==> src/rtl/divider8_pkg.sv <==
// divider8_pkg: shared types and constants for the sequential restoring divider.
package div_pkg;
    typedef enum logic [1:0] {IDLE, RUN, DONE} div_state_t;
    localparam int DIV_WIDTH = 8;
    localparam int DIV_ITER_LAST = 7;
endpackage

==> src/rtl/divider8_if.sv <==
// divider8_if: start/done handshake, operands and results of the divider.
interface divider8_if;
    import div_pkg::*;
    logic start;
    logic [DIV_WIDTH-1:0] dividend;
    logic [DIV_WIDTH-1:0] divisor;
    logic busy;
    logic done;
    logic [DIV_WIDTH-1:0] quotient;
    logic [DIV_WIDTH-1:0] remainder;
    logic div_by_zero;
    modport master (
        output start, dividend, divisor,
        input  busy, done, quotient, remainder, div_by_zero
    );
    modport slave (
        input  start, dividend, divisor,
        output busy, done, quotient, remainder, div_by_zero
    );
endinterface

==> src/rtl/divider8_adder8.sv <==
// adder8: 8-bit combinational adder with carry in and carry out.
module adder8 (
    input  logic [7:0] a_i,
    input  logic [7:0] b_i,
    input  logic       carry_i,
    output logic [7:0] sum_o,
    output logic       carry_o
);
    assign {carry_o, sum_o} = {1'b0, a_i} + {1'b0, b_i} + {8'b0, carry_i};
endmodule

==> src/rtl/divider8.sv <==
// divider8: unsigned restoring divider, one quotient bit per clock via adder8 subtraction.
module divider8
    import div_pkg::*;
(
    input  logic       clk,
    input  logic       rst_n,
    divider8_if.slave  bus
);
    div_state_t state_q, state_d;
    logic [2:0] cnt_q, cnt_d;
    logic [DIV_WIDTH-1:0] r_q, r_d, q_q, q_d, d_q, d_d;
    logic [DIV_WIDTH-1:0] quo_q, quo_d, rem_q, rem_d;
    logic dbz_q, dbz_d;
    logic msb, carry, take;
    logic [DIV_WIDTH-1:0] r_sh, diff, r_nx, q_nx;
    assign {msb, r_sh} = {r_q, q_q[DIV_WIDTH-1]};
    // ~d with carry-in 1 turns the adder into r_sh - d; carry out means no borrow
    adder8 u_sub (
        .a_i     (r_sh),
        .b_i     (~d_q),
        .carry_i (1'b1),
        .sum_o   (diff),
        .carry_o (carry)
    );
    assign take = msb | carry;
    assign r_nx = take ? diff : r_sh;
    assign q_nx = {q_q[DIV_WIDTH-2:0], take};
    always_comb begin
        state_d = state_q;
        cnt_d = cnt_q;
        r_d = r_q;
        q_d = q_q;
        d_d = d_q;
        quo_d = quo_q;
        rem_d = rem_q;
        dbz_d = dbz_q;
        case (state_q)
            IDLE: if (bus.start) begin
                state_d = RUN;
                cnt_d = '0;
                r_d = '0;
                q_d = bus.dividend;
                d_d = bus.divisor;
            end
            RUN: if (d_q == '0) begin
                state_d = DONE;
                quo_d = '1;
                rem_d = q_q;
                dbz_d = 1'b1;
            end else begin
                r_d = r_nx;
                q_d = q_nx;
                cnt_d = cnt_q + 3'd1;
                if (cnt_q == 3'(DIV_ITER_LAST)) begin
                    state_d = DONE;
                    quo_d = q_nx;
                    rem_d = r_nx;
                    dbz_d = 1'b0;
                end
            end
            default: state_d = IDLE;
        endcase
    end
    always_ff @(posedge clk) begin
        if (!rst_n) begin
            state_q <= IDLE;
            cnt_q <= '0;
            r_q <= '0;
            q_q <= '0;
            d_q <= '0;
            quo_q <= '0;
            rem_q <= '0;
            dbz_q <= 1'b0;
        end else begin
            state_q <= state_d;
            cnt_q <= cnt_d;
            r_q <= r_d;
            q_q <= q_d;
            d_q <= d_d;
            quo_q <= quo_d;
            rem_q <= rem_d;
            dbz_q <= dbz_d;
        end
    end
    assign bus.busy = state_q != IDLE;
    assign bus.done = state_q == DONE;
    assign bus.quotient = quo_q;
    assign bus.remainder = rem_q;
    assign bus.div_by_zero = dbz_q;
endmodule

==> src/flat_wrapper.sv <==
// flat-port wrapper written by rule: the top's interface ports become plain ports
module divider8_flat import div_pkg::*;
  (clk, rst_n, bus_start, bus_dividend, bus_divisor, bus_busy, bus_done, bus_quotient, bus_remainder, bus_div_by_zero);
  divider8_if bus_i ();
  input  logic clk;
  input  logic rst_n;
  input wire logic [$bits(bus_i.start)-1:0] bus_start;
  input wire logic [$bits(bus_i.dividend)-1:0] bus_dividend;
  input wire logic [$bits(bus_i.divisor)-1:0] bus_divisor;
  output wire logic [$bits(bus_i.busy)-1:0] bus_busy;
  output wire logic [$bits(bus_i.done)-1:0] bus_done;
  output wire logic [$bits(bus_i.quotient)-1:0] bus_quotient;
  output wire logic [$bits(bus_i.remainder)-1:0] bus_remainder;
  output wire logic [$bits(bus_i.div_by_zero)-1:0] bus_div_by_zero;
  assign bus_i.start = bus_start;
  assign bus_i.dividend = bus_dividend;
  assign bus_i.divisor = bus_divisor;
  assign bus_busy = bus_i.busy;
  assign bus_done = bus_i.done;
  assign bus_quotient = bus_i.quotient;
  assign bus_remainder = bus_i.remainder;
  assign bus_div_by_zero = bus_i.div_by_zero;
  divider8 u_core (.clk(clk), .rst_n(rst_n), .bus(bus_i));
endmodule
==> config.mk <==
export PLATFORM = sky130hd
export DESIGN_NAME = divider8_flat
export DESIGN_NICKNAME = d
export VERILOG_FILES = /design/src/rtl/divider8_pkg.sv /design/src/rtl/divider8_if.sv /design/src/rtl/divider8_adder8.sv /design/src/rtl/divider8.sv /design/src/flat_wrapper.sv
export SDC_FILE = /design/constraint.sdc
export NUM_CORES = 1
export LEC_CHECK = 0
export CAP_MARGIN = 20
export CORE_ASPECT_RATIO = 1.1
export CORE_MARGIN = 4
export CORE_UTILIZATION = 30
export DETAILED_ROUTE_END_ITERATION = 12
export GPL_TIMING_DRIVEN = 0
export MAX_ROUTING_LAYER = met4
export SLEW_MARGIN = 0
export SYNTH_ARGS = -nofsm -noshare
export SYNTH_HDL_FRONTEND = slang
export SYNTH_SLANG_ARGS = --single-unit
==> constraint.sdc <==
create_clock -name clk -period 2.6 [get_ports clk]
set_clock_uncertainty 0.2 [all_clocks]
set_input_delay 0.39 -clock clk [delete_from_list [all_inputs] [get_ports clk]]
set_output_delay 0.39 -clock clk [all_outputs]
set_load 0.01 [all_outputs]
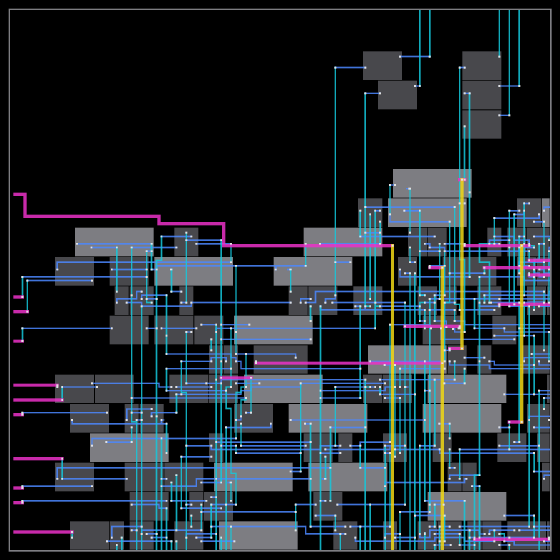
Figure 1: a small window of the routed layout.
Window x 0 to 50, y 49 to 99 microns. Cells in gray, sequential cells in the stronger gray; small squares are vias.
| layer | color |
|---|---|
| met2 | cyan |
| met1 | blue |
| met3 | magenta |
| met4 | yellow |
cells with their middle in the window: 94
netlist names of flops here include: u_core.bus.remainder (5), u_core.q_q (5), u_core.bus.quotient (4)
sequential cells in the window: 17
most frequent: dfxtp_1 (17), clkdlybuf4s50_1 (15), nor2_1 (9)

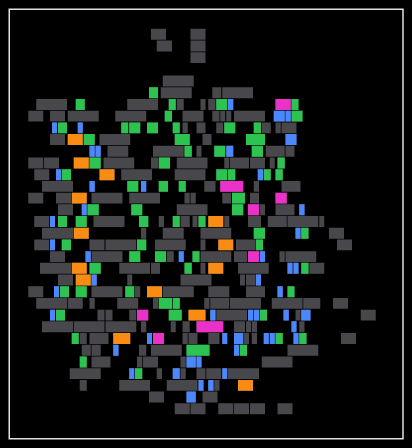
Figure 2: gate-type map.
| family | color | cells |
|---|---|---|
| multiplexers | orange | 14 |
| inverting AOI/OAI gates | green | 67 |
| NOR gates | blue | 50 |
| AND-OR and OR-AND gates | magenta | 8 |

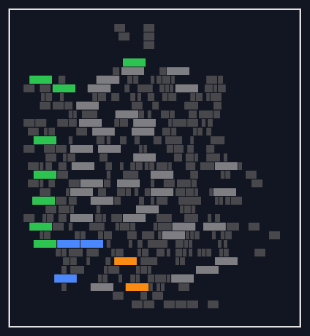
Figure 3: sequential cells grouped by signal name.
| netlist name | color | placed flops |
|---|---|---|
| u_core.bus.quotient | green | 8 |
| u_core.cnt_q | blue | 3 |
| u_core.state_q | orange | 2 |

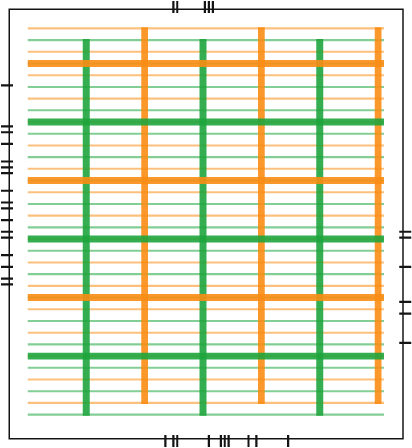
Figure 4: floorplan with the power grid.
Pins as bars on the die edge.
| net | color |
|---|---|
| VDD | orange |
| VSS | green |
signal pins: 38
met5 straps: 6
met1 rails: 34
peak supply drop: 0.0002898 V
Core Area: 7432 sq um
Die Y-Extent: 99.48 microns
horizontal extent of the die: 91.16 microns

-- cells by family after synthesis --
| family | share of synthesized area |
|---|---|
| AOI/OAI and AO/OA | 0.2231 |
| xor gates and xnor gates | 0.007677 |
| adders and majority gates | 0.06360 |
| buffers and inverters | 0.04221 |
| DFF | 0.4035 |
| muxes | 0.06250 |
| and+or+nand+nor | 0.1974 |
-- power breakdown --
part	switching [W]	total, W	internal (W)
registers	0.0000397	0.000791	0.000751
logic	0.000235	0.000433	0.000198
clock network	0.000242	0.000428	0.000186
total	0.000516	0.00165	0.00113
-- flip-flops by register name, summed over array words and instances (netlist names) --
register and cells:
u_core.bus.quotient 8, u_core.bus.remainder 8, u_core.d_q 8, u_core.q_q 8
u_core.r_q 8, u_core.cnt_q 3, u_core.state_q 2, u_core.bus.div_by_zero 1
==> results.cfg <==
; generated from flow reports
[critical_path]
worst-path-stages = 9
crit_path_top_delay_cell = sky130_fd_sc_hd__fa_1
required_time_of_the_worst_setup_path_ns = 2.64
critical_path_peak_fanout = 6
reg2reg_setup_slack_ns = 0.14
cp.buffers_inverters = 2
path_delay_family = AND-OR/OR-AND gates
r2r_cells = 9

[drt]
post_drt_wl_per_cell_microns = 15.18
top_signal_layer_used = met4
antenna_violating_nets_post_route = 0

[timing]
grt_setup_unrepaired = true
max-slew-margin-rel = 0.6093
fin_crit_sh = 0.9476

[final_layout]
finalNonFillerCells = 400
final_design_area_no_fill_sq_um = 2855
register_area_sq_um = 920.9
num-nonclk-buffers = 50
flop_count = 46

[min_path]
hp-class = flip-flop to flip-flop
hold_end = u_core.r_q[1]

[placement]
detailedPlacementHpwl_microns = 4613

[yosys]
seq_area_frac_synth = 0.4035
yosysTopAreaCell = sky130_fd_sc_hd__dfxtp_1
enable_flop_cells = 0
mappedNetlistNets = 298
yosysWarnings = 0

[clock_network]
tritoncts.num_buffers = 5
clock.latency.late_pin_ns = 0.30
worst_setup_hold_path_clk_slew_ns = 0.08

[global_routing]
via_count_of_the_first_global_routing_pass = 2131

[power]
total_power_w = 0.001651

[status]
status = complete, no violations
Power and IR drop assume default switching activity.
